`src/rtl/uart_cmd_bridge.sv`:
```
`default_nettype none
// ============================================================================
//  Module   : uart_cmd_bridge
//  Brief    : Decodes host command frames arriving from uart_rx into single
//             32-bit bus transactions. Write frames are answered with one
//             ACK byte and read frames with four little-endian data bytes,
//             both sent through uart_tx.
//             Frames: WRITE = CMD_WRITE A0..A3 D0..D3, READ = CMD_READ A0..A3.
//  Revision : 1.0 - initial release
// ============================================================================
module uart_cmd_bridge #(
    parameter logic [7:0]  CMD_WRITE      = 8'h56,
    parameter logic [7:0]  CMD_READ       = 8'h55,
    parameter logic [7:0]  ACK_BYTE       = 8'hAA,
    parameter int unsigned TIMEOUT_CYCLES = 1_000_000
) (
    input  logic        clk50MHz,
    input  logic        reset,
    input  logic [7:0]  rx_data,
    input  logic        rx_valid,
    output logic [7:0]  tx_data,
    output logic        tx_start,
    input  logic        tx_busy,
    output logic        bus_req,
    output logic        bus_we,
    output logic [31:0] bus_addr,
    output logic [31:0] bus_wdata,
    input  logic [31:0] bus_rdata,
    input  logic        bus_ack,
    output logic        frame_err
);

    localparam int unsigned    TO_W    = $clog2(TIMEOUT_CYCLES + 1);
    // Value the idle counter holds on the last idle cycle before expiry.
    localparam logic [TO_W-1:0] TO_LAST = TO_W'(TIMEOUT_CYCLES - 1);

    typedef enum logic [2:0] {
        S_IDLE = 3'd0,
        S_ADDR = 3'd1,
        S_DATA = 3'd2,
        S_BUS  = 3'd3,
        S_TX   = 3'd4
    } state_t;

    state_t            state_q, state_d;
    logic [2:0]        cnt_q, cnt_d;          // field byte index, then tx byte count
    logic [TO_W-1:0]   to_cnt_q, to_cnt_d;    // idle cycles since last frame byte
    logic              bus_req_q, bus_req_d;
    logic              bus_we_q, bus_we_d;
    logic [31:0]       bus_addr_q, bus_addr_d;
    logic [31:0]       bus_wdata_q, bus_wdata_d;
    logic [31:0]       rdata_q, rdata_d;
    logic [7:0]        tx_data_q, tx_data_d;
    logic              tx_start_q, tx_start_d;
    logic              frame_err_q, frame_err_d;

    logic [4:0]        lane;                  // bit offset of the current byte lane
    logic [2:0]        tx_total;              // bytes in the response
    logic              tx_ready;              // uart_tx can take a new byte

    assign lane     = {cnt_q[1:0], 3'b000};
    assign tx_total = bus_we_q ? 3'd1 : 3'd4;
    // tx_busy only rises the cycle after tx_start, so the strobe cycle itself is excluded.
    assign tx_ready = !tx_busy && !tx_start_q;

    // State and output registers with synchronous reset.
    always_ff @(posedge clk50MHz) begin
        if (reset) begin
            state_q     <= S_IDLE;
            cnt_q       <= '0;
            to_cnt_q    <= '0;
            bus_req_q   <= 1'b0;
            bus_we_q    <= 1'b0;
            bus_addr_q  <= '0;
            bus_wdata_q <= '0;
            rdata_q     <= '0;
            tx_data_q   <= '0;
            tx_start_q  <= 1'b0;
            frame_err_q <= 1'b0;
        end else begin
            state_q     <= state_d;
            cnt_q       <= cnt_d;
            to_cnt_q    <= to_cnt_d;
            bus_req_q   <= bus_req_d;
            bus_we_q    <= bus_we_d;
            bus_addr_q  <= bus_addr_d;
            bus_wdata_q <= bus_wdata_d;
            rdata_q     <= rdata_d;
            tx_data_q   <= tx_data_d;
            tx_start_q  <= tx_start_d;
            frame_err_q <= frame_err_d;
        end
    end

    // Frame decode, bus handshake and response sequencing.
    always_comb begin
        state_d     = state_q;
        cnt_d       = cnt_q;
        to_cnt_d    = to_cnt_q;
        bus_req_d   = bus_req_q;
        bus_we_d    = bus_we_q;
        bus_addr_d  = bus_addr_q;
        bus_wdata_d = bus_wdata_q;
        rdata_d     = rdata_q;
        tx_data_d   = tx_data_q;
        tx_start_d  = 1'b0;
        frame_err_d = 1'b0;

        case (state_q)
            S_IDLE: begin
                cnt_d    = '0;
                to_cnt_d = '0;
                if (rx_valid) begin
                    if (rx_data == CMD_WRITE || rx_data == CMD_READ) begin
                        bus_we_d    = (rx_data == CMD_WRITE);
                        bus_addr_d  = '0;
                        bus_wdata_d = '0;
                        state_d     = S_ADDR;
                    end else begin
                        frame_err_d = 1'b1;
                    end
                end
            end

            S_ADDR, S_DATA: begin
                // A byte arriving on the expiry cycle wins over the timeout.
                if (rx_valid) begin
                    to_cnt_d = '0;
                    if (state_q == S_ADDR) begin
                        bus_addr_d[lane +: 8] = rx_data;
                    end else begin
                        bus_wdata_d[lane +: 8] = rx_data;
                    end
                    if (cnt_q == 3'd3) begin
                        cnt_d = '0;
                        if (state_q == S_ADDR && bus_we_q) begin
                            state_d = S_DATA;
                        end else begin
                            state_d   = S_BUS;
                            bus_req_d = 1'b1;
                        end
                    end else begin
                        cnt_d = cnt_q + 3'd1;
                    end
                end else if (to_cnt_q == TO_LAST) begin
                    frame_err_d = 1'b1;
                    state_d     = S_IDLE;
                    cnt_d       = '0;
                    to_cnt_d    = '0;
                    bus_addr_d  = '0;
                    bus_wdata_d = '0;
                end else begin
                    to_cnt_d = to_cnt_q + TO_W'(1);
                end
            end

            S_BUS: begin
                if (rx_valid) begin
                    frame_err_d = 1'b1;
                end
                if (bus_ack) begin
                    rdata_d   = bus_rdata;
                    bus_req_d = 1'b0;
                    cnt_d     = '0;
                    state_d   = S_TX;
                end
            end

            S_TX: begin
                if (rx_valid) begin
                    frame_err_d = 1'b1;
                end
                if (cnt_q < tx_total) begin
                    if (tx_ready) begin
                        tx_start_d = 1'b1;
                        tx_data_d  = bus_we_q ? ACK_BYTE : rdata_q[lane +: 8];
                        cnt_d      = cnt_q + 3'd1;
                    end
                end else if (tx_ready) begin
                    cnt_d   = '0;
                    state_d = S_IDLE;
                end
            end

            default: begin
                state_d = S_IDLE;
            end
        endcase
    end

    assign tx_data   = tx_data_q;
    assign tx_start  = tx_start_q;
    assign bus_req   = bus_req_q;
    assign bus_we    = bus_we_q;
    assign bus_addr  = bus_addr_q;
    assign bus_wdata = bus_wdata_q;
    assign frame_err = frame_err_q;

endmodule
`default_nettype wire

```
`config.mk`:
```
export PLATFORM = sky130hd
export DESIGN_NAME = uart_cmd_bridge
export DESIGN_NICKNAME = d
export VERILOG_FILES = /design/src/rtl/uart_cmd_bridge.sv
export SDC_FILE = /design/constraint.sdc
export NUM_CORES = 1
export LEC_CHECK = 0
export ABC_AREA = 1
export CORE_MARGIN = 2
export CORE_UTILIZATION = 50
export DETAILED_ROUTE_END_ITERATION = 16
export PLACE_DENSITY = 0.76
export SLEW_MARGIN = 5
export SYNTH_ARGS = -nofsm -noshare
export SYNTH_HDL_FRONTEND = slang
export SYNTH_SLANG_ARGS = --single-unit
```
`constraint.sdc`:
```
create_clock -name clk50MHz -period 2.8 [get_ports clk50MHz]
set_clock_uncertainty 0.05 [all_clocks]
set_input_delay 0.28 -clock clk50MHz [delete_from_list [all_inputs] [get_ports clk50MHz]]
set_output_delay 0.28 -clock clk50MHz [all_outputs]
set_load 0.1 [all_outputs]
```
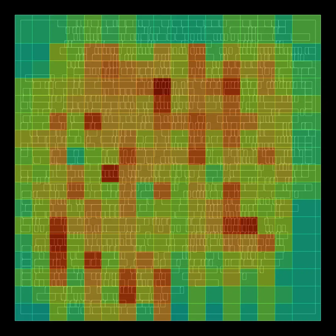
*Routing congestion*
GRT Overall Usage: 23.9%
most used routing layer in global routing: met2

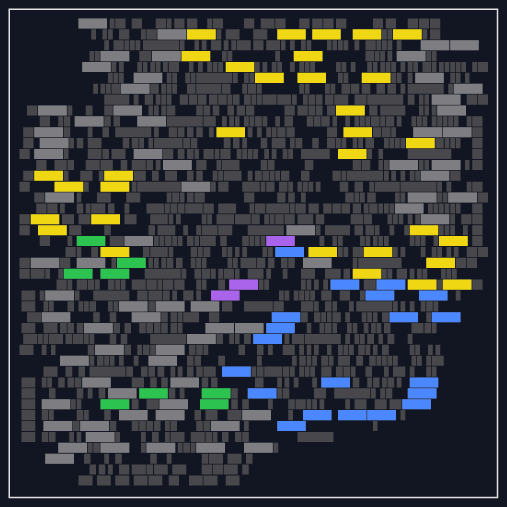
*Sequential cells colored by netlist name*
(4 px per um) Other sequential cells in the stronger gray, the rest of the logic in the fainter gray.
[bus_wdata] yellow | placed flops: 32
[state_q] purple | placed flops: 3
[to_cnt_q] blue | placed flops: 20
[tx_data] green | placed flops: 8

==> reports/summary.txt <==
status -> finished, final reports clean
Remaining Overflow, GRT -> 0
number of max-cap violations -> 0
Cell Pwr Density -> 973 nW/um^2
crit path DRT -> 3110 ps
Buffers & Inverters on Critical Path -> 2
asr flop ratio synth -> 0%
Synth cell types -> 42
Hold WC Path Type -> in -> reg
sequential share of power -> 27.0%
Floorplan Nets -> 1050
CP Class -> reg -> reg
final setup fails -> 0
Placer Congestion -> 0.913
Slew @ Worst Pin -> 541 ps
Comb gate area -> 3310 um^2
FF-to-FF End -> bus_wdata[10]$_SDFFE_PP0P_
Iter 0 DRT Violations -> 592
core area -> 13700 um^2
Ports -> 121
Synth Area per Inst -> 6.95 um^2
area occupied by registers -> 2680 um^2
initial antenna violation count -> 0
largest net degree at the start of global routing -> 56
# nets final -> 1160
Syn-to-layout area delta -> 24.1%
worst-skew pair later-pin latency -> 420 ps
Critical R2R Launch -> to_cnt_q[0]$_SDFFE_PP0N_
# rows -> 43
PortBufs -> 120
DIE AREA -> 14800 um^2
Hold EP -> rdata_q[21]$_SDFFE_PP0P_
ys cells -> 996
top post-synthesis cells by count -> nand2_1 (193), inv_1 (156), nor2_1 (144)
Residual DRC -> 0
CTS resizes -> 0
most numerous cell in the Yosys netlist -> nand2_1
fillers -> 1234
Max clock buf depth -> 2
Max Clk Rate -> 0.471 GHz
leakage power -> 0.00379 uW
Final period util -> 75.8%
Post-Syn Instances -> 996
drt pass-1 iters -> 7
tool warnings -> 31
Post-CTS Hold Buffers -> 0
remaining antenna violation count after routing -> 0
Post-CTS Setup Inserts -> 0
routed length per instance -> 13.3 um
CTS tree -> built
EDFF count, synth -> 0
sw frac -> 46.1%
yosys warns -> 0
Data arrival, critical path -> 2430 ps
crit-path max FO -> 20
slowest CP cell -> dfxtp_1
die extent in x -> 122 um
final hold violations -> 0
Worst setup SP type -> register
share of layout cells above drive strength 1 -> 15.5%
Reg clk slew, reported paths -> 60 ps
maximum VDD drop -> 510 uV
vias in the first global route -> 5849
Worst Setup SP -> to_cnt_q[0]$_SDFFE_PP0N_
via density per instance -> 5.09
Period minus WS final -> 2120 ps
Root Driver -> clkbuf_16
Register-to-Register Setup Slack -> 680 ps
Seq cells post-synth -> 134
area share, top type -> 38.7%
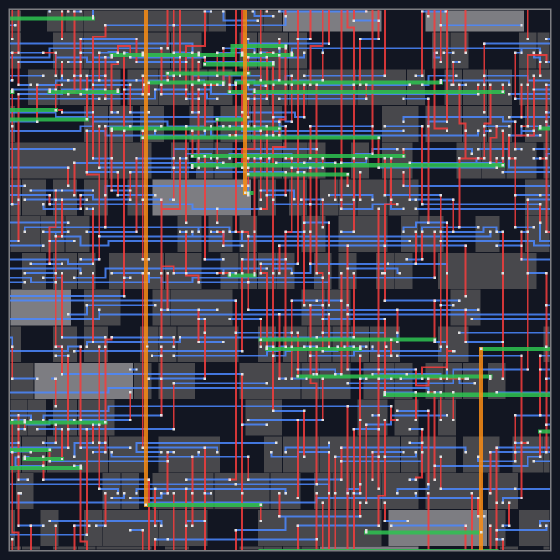
*Close-up of the layout*
Window x 41 to 81, y 65 to 105 um. Cells in gray, sequential cells in the stronger gray; small squares are vias.
[metal 3] green
[metal 1] blue
[metal 4] orange
[metal 2] red
most frequent: nand2_1 (32), nand4_1 (23), nand3_1 (19)
sequential cells in the window: 6
netlist names of flops here include: bus_wdata (3), cnt_q (2)
cells with their middle in the window: 169

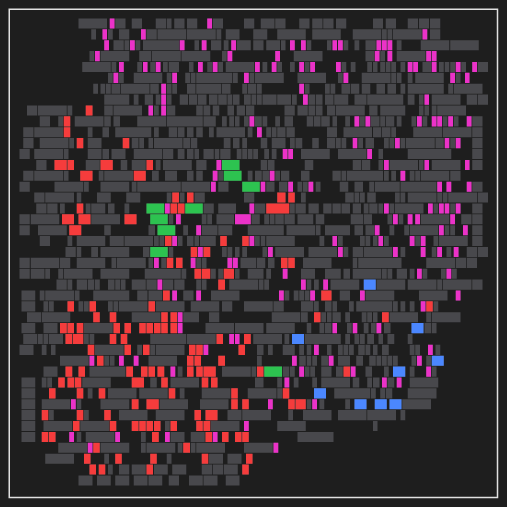
*Gate families picked out*
(4 px per um)
[adder and majority cells] green | cells: 9
[inverters] magenta | cells: 162 | where: all over the die
[XOR/XNOR gates] blue | cells: 9 | where: lower right
[inverting AOI/OAI gates] red | cells: 136
non-filler cells, final: 1298
Top cell excl fill/tap: nand2_1

-- per-stage QoR --
stage	util, %	std cells	hold slack, ps	area, um^2	worst slack, ps
CTS	62.6	1298	383	8590	700
global route	62.6	1298	413	8590	417
global placement	58.2	1267	392	7990	556
floorplan	-	996	348	6930	590
detailed placement	58.2	1267	396	7990	524
finish	62.6	1298	388	8590	676
-- registers in the layout (all words and copies together), names as in the netlist --
signal	flops
to_cnt_q	20
bus_req	1
tx_data	8
tx_start	1
bus_wdata	32
bus_we	1
rdata_q	32
frame_err	1
bus_addr	32
state_q	3
cnt_q	3
-- area by class of cell --
type / count / area share [%]
repair buffers: 139 / 13.4
multi-input cells: 652 / 38.6
clock inverters: 14 / 2.07
clock buffers: 17 / 4.95
flip-flops and latches: 134 / 31.2
inverters: 162 / 7.16
well taps: 180 / 2.62
-- cell families (layout without fill, tap and decap cells) --
family | after synthesis | after routing | share of synthesized area [%]
adder cells (fa/ha/maj) | 9 | 9 | 1.63
flip-flops | 134 | 134 | 38.7
XOR/XNOR | 9 | 9 | 1.14
AND-OR/OR-AND | 137 | 137 | 10.9
buffers and inverters | 210 | 332 | 13.4
AND/OR/NAND/NOR | 497 | 497 | 34.2
-- per-layer routing --
metal / wire [um] / up-vias / GRT usage (%)
met5: 0 / - / 0
met4: 260 / 0 / 8.33
met3: 1160 / 21 / 5.57
met2: 7620 / 235 / 35.2
met1: 8190 / 2951 / 34.2
li1: - / 3403 / -
-- power groups by stage --
stage                     Clock (uW)  Sequential [uW]  Combinational (uW)
after floorplan                    0             3460                1940
after global placement             0             2290                3750
after detailed placement           0             2300                3770
after CTS                       2300             2260                3810
after global routing            2390             2280                4150
final                           2280             2260                3830
No activity file was given, so power comes from the tool's default toggle rates.
